==> src/rtl/dmem_arbiter.sv <==
// Two-requester arbiter for a single-port synchronous-read data RAM (core = 0, DMA/debug = 1).
// Build option DMEM_ARB_ROUND_ROBIN_EN: alternate open-state ties; otherwise the core wins ties.
module dmem_arbiter #(
    parameter int ADDR_W    = 14,
    parameter int DATA_W    = 32,
    parameter int MAX_BURST = 8
) (
    input  logic              clk_i,
    input  logic              rst_i,
    input  logic              req0_i,
    input  logic              req1_i,
    input  logic              we0_i,
    input  logic              we1_i,
    input  logic              lock0_i,
    input  logic              lock1_i,
    input  logic [ADDR_W-1:0] addr0_i,
    input  logic [ADDR_W-1:0] addr1_i,
    input  logic [DATA_W-1:0] wdata0_i,
    input  logic [DATA_W-1:0] wdata1_i,
    output logic              gnt0_o,
    output logic              gnt1_o,
    output logic              rvalid0_o,
    output logic              rvalid1_o,
    output logic [DATA_W-1:0] rdata0_o,
    output logic [DATA_W-1:0] rdata1_o,
    output logic              ram_en_o,
    output logic              ram_we_o,
    output logic [ADDR_W-1:0] ram_addr_o,
    output logic [DATA_W-1:0] ram_wdata_o,
    input  logic [DATA_W-1:0] ram_rdata_i
);
    localparam int CNT_W = $clog2(MAX_BURST + 1);
    localparam logic [CNT_W-1:0] MAX_CNT = CNT_W'(MAX_BURST);

    typedef enum logic {ST_OPEN = 1'b0, ST_LOCKED = 1'b1} state_e;

    state_e             state_q, state_d;
    logic               owner_q, owner_d;
    logic               last_q, last_d;
    logic [CNT_W-1:0]   cnt_q, cnt_d;
    logic               rd_pend_q, rd_pend_d;
    logic               rd_id_q, rd_id_d;

    logic               win_valid_s;
    logic               winner_s;
    logic               req_own_s;
    logic               req_oth_s;
    logic               win_we_s;
    logic               win_lock_s;

    assign req_own_s  = owner_q ? req1_i : req0_i;
    assign req_oth_s  = owner_q ? req0_i : req1_i;
    assign win_we_s   = winner_s ? we1_i : we0_i;
    assign win_lock_s = winner_s ? lock1_i : lock0_i;

    // Winner selection; no grant is issued while reset is held
    always_comb begin
        win_valid_s = 1'b0;
        winner_s    = 1'b0;
        if (rst_i) begin
            win_valid_s = 1'b0;
        end else if ((state_q == ST_LOCKED) && req_own_s && (!req_oth_s || (cnt_q < MAX_CNT))) begin
            win_valid_s = 1'b1;
            winner_s    = owner_q;
        end else if (req0_i && req1_i) begin
            win_valid_s = 1'b1;
            if (state_q == ST_LOCKED) begin
                winner_s = ~owner_q;
            end else begin
`ifdef DMEM_ARB_ROUND_ROBIN_EN
                winner_s = ~last_q;
`else
                winner_s = 1'b0;
`endif
            end
        end else if (req0_i) begin
            win_valid_s = 1'b1;
            winner_s    = 1'b0;
        end else if (req1_i) begin
            win_valid_s = 1'b1;
            winner_s    = 1'b1;
        end else begin
            win_valid_s = 1'b0;
        end
    end

    // Next-state: lock ownership, burst count and pending read tracking
    always_comb begin
        state_d   = state_q;
        owner_d   = owner_q;
        last_d    = last_q;
        cnt_d     = cnt_q;
        rd_pend_d = 1'b0;
        rd_id_d   = rd_id_q;
        if (win_valid_s) begin
            last_d    = winner_s;
            rd_pend_d = ~win_we_s;
            rd_id_d   = winner_s;
            if (win_lock_s) begin
                state_d = ST_LOCKED;
                owner_d = winner_s;
                if ((state_q == ST_LOCKED) && (owner_q == winner_s)) begin
                    if (cnt_q < MAX_CNT) begin
                        cnt_d = cnt_q + CNT_W'(1);
                    end else begin
                        cnt_d = cnt_q;
                    end
                end else begin
                    cnt_d = CNT_W'(1);
                end
            end else begin
                state_d = ST_OPEN;
                cnt_d   = {CNT_W{1'b0}};
            end
        end else begin
            rd_pend_d = 1'b0;
        end
    end

    // State registers
    always_ff @(posedge clk_i or posedge rst_i) begin
        if (rst_i) begin
            state_q   <= ST_OPEN;
            owner_q   <= 1'b0;
            last_q    <= 1'b1;
            cnt_q     <= {CNT_W{1'b0}};
            rd_pend_q <= 1'b0;
            rd_id_q   <= 1'b0;
        end else begin
            state_q   <= state_d;
            owner_q   <= owner_d;
            last_q    <= last_d;
            cnt_q     <= cnt_d;
            rd_pend_q <= rd_pend_d;
            rd_id_q   <= rd_id_d;
        end
    end

    // RAM port and grant outputs; RAM fields are zero when idle
    always_comb begin
        gnt0_o      = win_valid_s & ~winner_s;
        gnt1_o      = win_valid_s & winner_s;
        ram_en_o    = win_valid_s;
        ram_we_o    = 1'b0;
        ram_addr_o  = {ADDR_W{1'b0}};
        ram_wdata_o = {DATA_W{1'b0}};
        if (win_valid_s) begin
            ram_we_o    = win_we_s;
            ram_addr_o  = winner_s ? addr1_i : addr0_i;
            ram_wdata_o = winner_s ? wdata1_i : wdata0_i;
        end else begin
            ram_we_o = 1'b0;
        end
    end

    assign rvalid0_o = rd_pend_q & ~rd_id_q;
    assign rvalid1_o = rd_pend_q & rd_id_q;
    assign rdata0_o  = rvalid0_o ? ram_rdata_i : {DATA_W{1'b0}};
    assign rdata1_o  = rvalid1_o ? ram_rdata_i : {DATA_W{1'b0}};

endmodule

==> config.mk <==
export PLATFORM = sky130hd
export DESIGN_NAME = dmem_arbiter
export DESIGN_NICKNAME = d
export VERILOG_FILES = /design/src/rtl/dmem_arbiter.sv
export SDC_FILE = /design/constraint.sdc
export NUM_CORES = 1
export LEC_CHECK = 0
export CORE_AREA = 2 2 96 98
export CTS_CLUSTER_SIZE = 30
export DETAILED_ROUTE_END_ITERATION = 8
export DIE_AREA = 0 0 98 100
export GPL_TIMING_DRIVEN = 0
export PLACE_DENSITY = 0.7
export SYNTH_ARGS = -nofsm -noshare
export SYNTH_HDL_FRONTEND = slang
export SYNTH_SLANG_ARGS = --single-unit
export TNS_END_PERCENT = 1
==> constraint.sdc <==
create_clock -name clk_i -period 1.9 [get_ports clk_i]
set_input_delay 0.19 -clock clk_i [delete_from_list [all_inputs] [get_ports clk_i]]
set_output_delay 0.19 -clock clk_i [all_outputs]
set_load 0.02 [all_outputs]
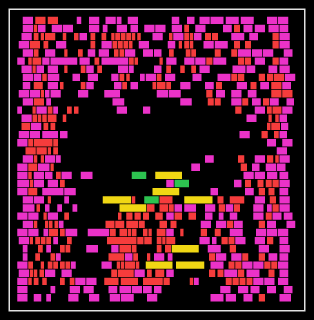
**Above:** run 1 (placement by cell class).
Scale: 3 px per um.
Key: registers = yellow [cells 8]; remaining buffers and delay cells = magenta [cells 291]; clock-net drivers = green [cells 3]; remaining logic cells = red [cells 256]
Core ar.: 8890 um2
fraction of area in registers: 0.0436
standard-cell rows: 35
final core occ: 0.526

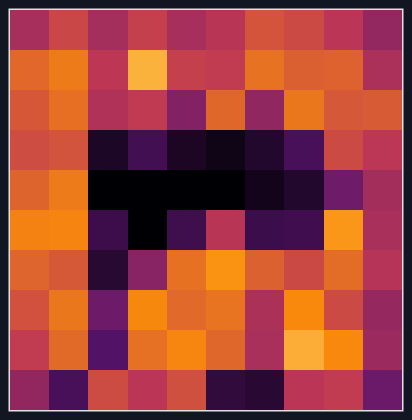
**Above:** run 1 (placement density heat map).
Scale: 4 px per um. The die is cut into 10 by 10 equal tiles; black is low, pale yellow is high, 0 to 100% covered.
5.0% of the tiles are nearly empty. The fullest tile reaches 83%. The mean over all tiles is 46%. 4.0% of the tiles are over 75% full. The emptiest ninth of the die: middle.
fp util: 0.200

==> qor.txt, run 1 <==
status -> finished, violations left
failing checks -> setup timing
post-CTS sizing -> 319
number of cells in Yosys stat -> 296
antenna violations before repair -> 0
synth warn -> 0
reg2reg path depth -> 5
Via density -> 4.79
most frequent cells after synthesis -> 51 x nand2_1, 48 x nand3_1, 43 x o21ai_0
critical-path maximum fanout -> 10
delay-heaviest family, CP -> buffers and inverters
final setup vio count -> 43
clk latency late pin -> 0.22 ns
Tapcells -> 111
CP max-delay cell -> dfrtp_1
multi-input logic area -> 1550 um2
antenna fix cells -> 0
Flops -> 8
dpl cell area -> 4390 um2
Critical Path Max Stage Delay -> 0.37 ns
clk pwr -> 199 uW
first-pass GRT wire length -> 15500 um
comb pwr -> 1.19 mW
WP buf/inv -> 3
final worst setup slack -> -0.0836 ns
peak supply drop -> 196 uV
Final Cell Area -> 4670 um2
Die ar. -> 9800 um2
Switching Share -> 0.413
Die Ht -> 100 um
inverter count -> 3
Storage cell area -> 204 um2
worst r2r dst -> cnt_q[0]
Bufs on Longest Clock Path -> 2
largest net degree at the start of global routing -> 11
WHS -> 0.372 ns
dpl cells -> 654
Critical Path AT -> 1.79 ns
number of non-clock buffers -> 291
post-route ant nets -> 0
Unique cell types -> 39
die width -> 98 um
CTS clk-pin slew, worst paths -> 0.04 ns
switching pwr -> 665 uW
PortBufs -> 247
r2r startpoint -> cnt_q[3]
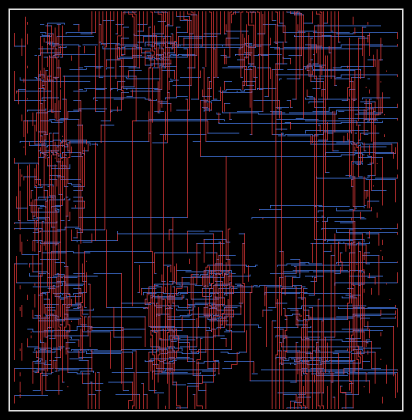
**Above:** run 1 (signal wires by layer).
Scale: 4 px per um. Only two layers are drawn.
Key: M2 = red [wire length 5670 um]; M1 = blue [wire length 3930 um]
vias post-DR: 3206
Routed WL per cell: 16.0 um
final wirelength: 10700 um
global-route usage over all layers: 0.195

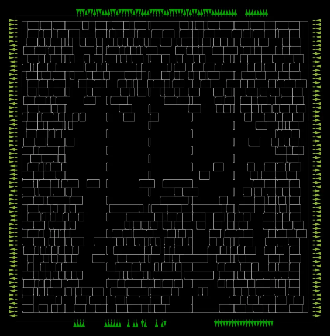
**Above:** run 1 (placed standard cells).
FILL cells: 882
non-filler cells, final: 669

[run 1: metal layers]
metal / vias up / GRT usage / routed length [um]
met3: 12 / 0.0606 / 1010
met4: 0 / 0.0363 / 117
met1: 1446 / 0.214 / 3930
li1: 1564 / - / -
met2: 184 / 0.370 / 5670
met5: - / 0 / 0
[run 1: state kept, by name, summed over array words and instances (netlist names)]
name       cells
rd_pend_q      1
cnt_q          4
rd_id_q        1
owner_q        1
state_q        1
[run 1: worst max-delay path by stage]
stage	cells past startpoint	endpoint	startpoint
final	6	gnt1_o	cnt_q[3]
after detailed placement	7	ram_wdata_o[31]	rst_i
after floorplan	6	ram_addr_o[5]	cnt_q[3]
after global placement	7	ram_wdata_o[31]	rst_i
after global routing	7	ram_wdata_o[2]	cnt_q[3]
after CTS	7	ram_wdata_o[31]	cnt_q[3]
**Run 1: met3 routing**

Scale: 4 px per um.
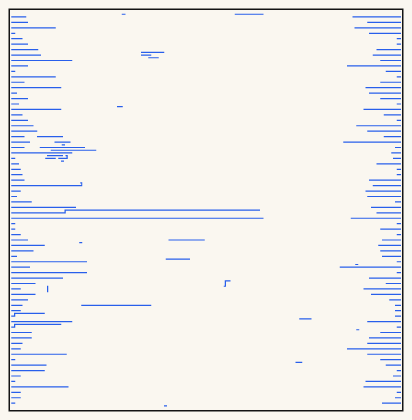

==> inputs of run 2 (changes only) <==
--- a/config.mk
+++ b/config.mk
@@ -9,7 +9,6 @@
 export CTS_CLUSTER_SIZE = 30
 export DETAILED_ROUTE_END_ITERATION = 8
 export DIE_AREA = 0 0 98 100
-export GPL_TIMING_DRIVEN = 0
 export PLACE_DENSITY = 0.7
 export SYNTH_ARGS = -nofsm -noshare
 export SYNTH_HDL_FRONTEND = slang
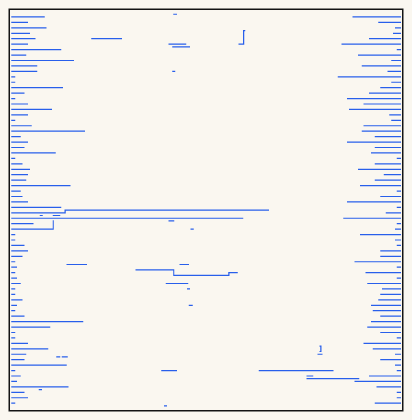
**Above:** run 2 (met3 routing).
Scale: 4 px per um.
The wires run mostly horizontal. 161 nets have wire on it.
final wirelength: 11100 um
vias post-DR: 3227
GR Layer Usage met3: 0.0501

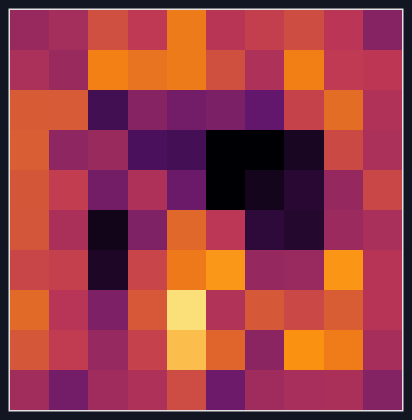
**Above:** run 2 (placement density heat map).
Scale: 4 px per um. The die is cut into 10 by 10 equal tiles; black is low, pale yellow is high, 0 to 100% covered.
The mean over all tiles is 46%. The densest ninth of the die: bottom middle. 3.0% of the tiles are nearly empty. The fullest tile reaches 93%.
final core occ: 0.520

==> run 2 against run 1 <==
Against the previous run:
- the flow still finishes with violations (setup timing)
- synthesized area did not move
- sequential share of layout area barely moved
- worst setup slack got worse by 0.057 ns
- count of clock-buffer cells in the layout did not move
- sequential power fell by 4%
- register-to-register slack got worse by 0.15 ns
- synthesized cell count did not move
- combinational power rose by 4%
- via count rose by 0.66%
- total power rose by 3.0%
- clock power rose by 4%
==> qor.txt, run 2 <==
status -> finished, violations left
failing checks -> setup timing
Unique cell types -> 39 (unchanged)
Metal-1 WL -> 4400 um (+12%)
number of non-clock buffers -> 280 (-3.8%)
post-route ant nets -> 0 (unchanged)
CTS clk-pin slew, worst paths -> 0.04 ns (about the same)
peak supply drop -> 179 uV (-8.5%)
inverter count -> 3 (unchanged)
Critical Path AT -> 1.85 ns (+0.06 ns)
CP max-delay cell -> dfrtp_1
worst r2r dst -> cnt_q[0]
first-pass GRT wire length -> 16100 um (+3.6%)
uppermost layer routed -> met4
non-filler cells, final -> 661 (-1.2%)
final worst setup slack -> -0.141 ns (-0.0574 ns)
standard-cell rows -> 35 (unchanged)
Flops -> 8 (unchanged)
fraction of area in registers -> 0.0433 (-0.000328)
antenna fix cells -> 0 (unchanged)
met1 usage -> 0.238 (+0.0240)
clk pwr -> 207 uW (+4%)
number of cells in Yosys stat -> 296 (unchanged)
clk latency late pin -> 0.23 ns (about the same)
WHS -> 0.404 ns (+0.0328 ns)
largest net degree at the start of global routing -> 43 (+32)
final setup vio count -> 47 (+9.3%)
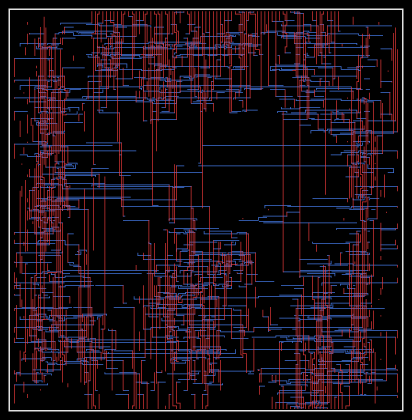
**Above:** run 2 (signal wires by layer).
Scale: 4 px per um. Only two layers are drawn.
Key: M1 = blue [wire length 4400 um]; M2 = red [wire length 5530 um]
Routed WL per cell: 16.8 um
global-route usage over all layers: 0.204

[run 2: cell counts after synthesis]
No cell type changed its count.
[run 2: worst max path at each step]
| stage | startpoint | end | depth (start not counted) | slack [ns] |
|---|---|---|---|---|
| after detailed placement | req1_i | ram_wdata_o[31] | 5 | -0.80 |
| final | cnt_q[3] | ram_addr_o[11] | 8 | -0.14 |
| after floorplan | cnt_q[3] | ram_addr_o[5] | 6 | 0.09 |
| after global placement | req1_i | ram_wdata_o[31] | 5 | -0.78 |
| after global routing | cnt_q[3] | ram_addr_o[11] | 8 | -0.22 |
| after CTS | owner_q | ram_wdata_o[27] | 7 | -0.16 |
[run 2: timing repair]
action | 4_1_cts | 5_1_grt
gates resized | 315 | 51
pin swaps | 11 | 8
endpoints found under the setup margin | 82 | 62
gates cloned | 4 | 2
setup buffers | 6 | 3
==> inputs of run 3 (changes only) <==
--- a/config.mk
+++ b/config.mk
@@ -5,6 +5,7 @@
 export SDC_FILE = /design/constraint.sdc
 export NUM_CORES = 1
 export LEC_CHECK = 0
+export CAP_MARGIN = 20
 export CORE_AREA = 2 2 96 98
 export CTS_CLUSTER_SIZE = 30
 export DETAILED_ROUTE_END_ITERATION = 8
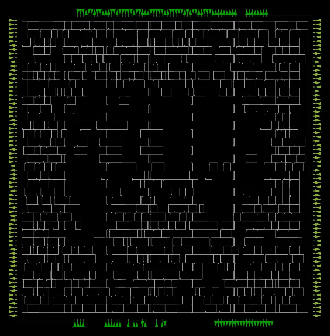
**Above:** run 3 (placed standard cells).
Flops: 8
Tapcells: 111
fraction of area in registers: 0.0433

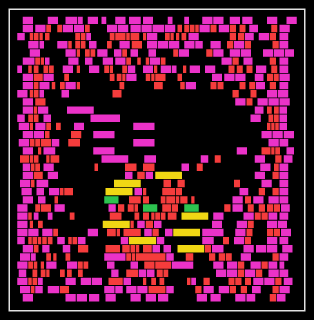
**Above:** run 3 (placement by cell class).
Scale: 3 px per um.
Key: registers = yellow [cells 8]; remaining logic cells = red [cells 259]; remaining buffers and delay cells = magenta [cells 280]; clock-net drivers = green [cells 3]
Final Cell Area: 4620 um2

==> run 3 against run 2 <==
Against the previous run:
- the run still ends with setup timing left
- final cell count stayed put
- hold slack stayed put
- utilization did not move
- global-route usage stayed put
- die area unchanged
- clock power barely moved
- combinational power barely moved
- wire length unchanged
- worst setup slack unchanged
==> qor.txt, run 3 <==
CTS clk-pin slew, worst paths -> 0.04 ns (about the same)
vias post-DR -> 3227 (unchanged)
clk latency late pin -> 0.23 ns (about the same)
global-route usage over all layers -> 0.204 (unchanged)
CP startpoint -> cnt_q[3]
Worst Setup EP -> ram_addr_o[11]
number of cells in Yosys stat -> 296 (unchanged)
standard-cell rows -> 35 (unchanged)
antenna fix cells -> 0 (unchanged)
worst r2r dst -> cnt_q[0]
# Post-CTS Setup Buffers -> 6 (unchanged)
Crit path depth -> 8 (unchanged)
final worst setup slack -> -0.141 ns (unchanged)
status -> finished, violations left
final setup vio count -> 47 (unchanged)
first-pass GRT wire length -> 16100 um (unchanged)
clk pwr -> 207 uW (about the same)
CP max-delay cell -> dfrtp_1
final wirelength -> 11100 um (unchanged)
post-CTS sizing -> 315 (unchanged)
Unique cell types -> 39 (unchanged)
failing checks -> setup timing
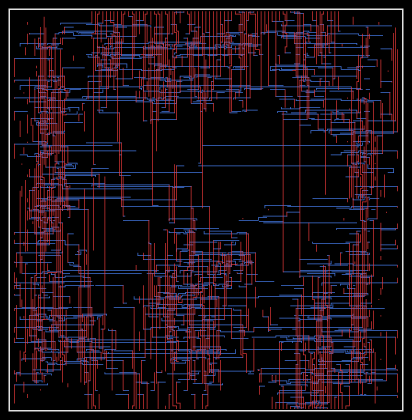
**Above:** run 3 (signal wires by layer).
Scale: 4 px per um. Only two layers are drawn.
Key: M2 = red [wire length 5530 um]; M1 = blue [wire length 4400 um]

## run 3: cell counts after synthesis
Identical to the previous run, type by type.
## run 3: routing by layer
layer	GRT usage	up-vias	part of all wire
met2	0.374	182	0.50
li1	-	1552	-
met5	0	-	0
met3	0.0501	16	0.089
met4	0.0491	0	0.019
met1	0.238	1477	0.39
## run 3: per-stage QoR
stage	worst slack, ns	TNS [ns]	utilization	hold slack, ns	std cells
2_1_floorplan	0.0864	0	-	0.00566	296
3_3_place_gp	-0.783	-32.08	0.499	0.527	643
3_5_place_dp	-0.797	-32.90	0.499	0.552	643
4_1_cts	-0.159	-3.96	0.499	0.416	656
5_1_grt	-0.220	-8.11	0.520	0.465	661
6_report	-0.141	-4.04	0.520	0.404	661
No activity file was given, so power comes from the tool's default toggle rates.
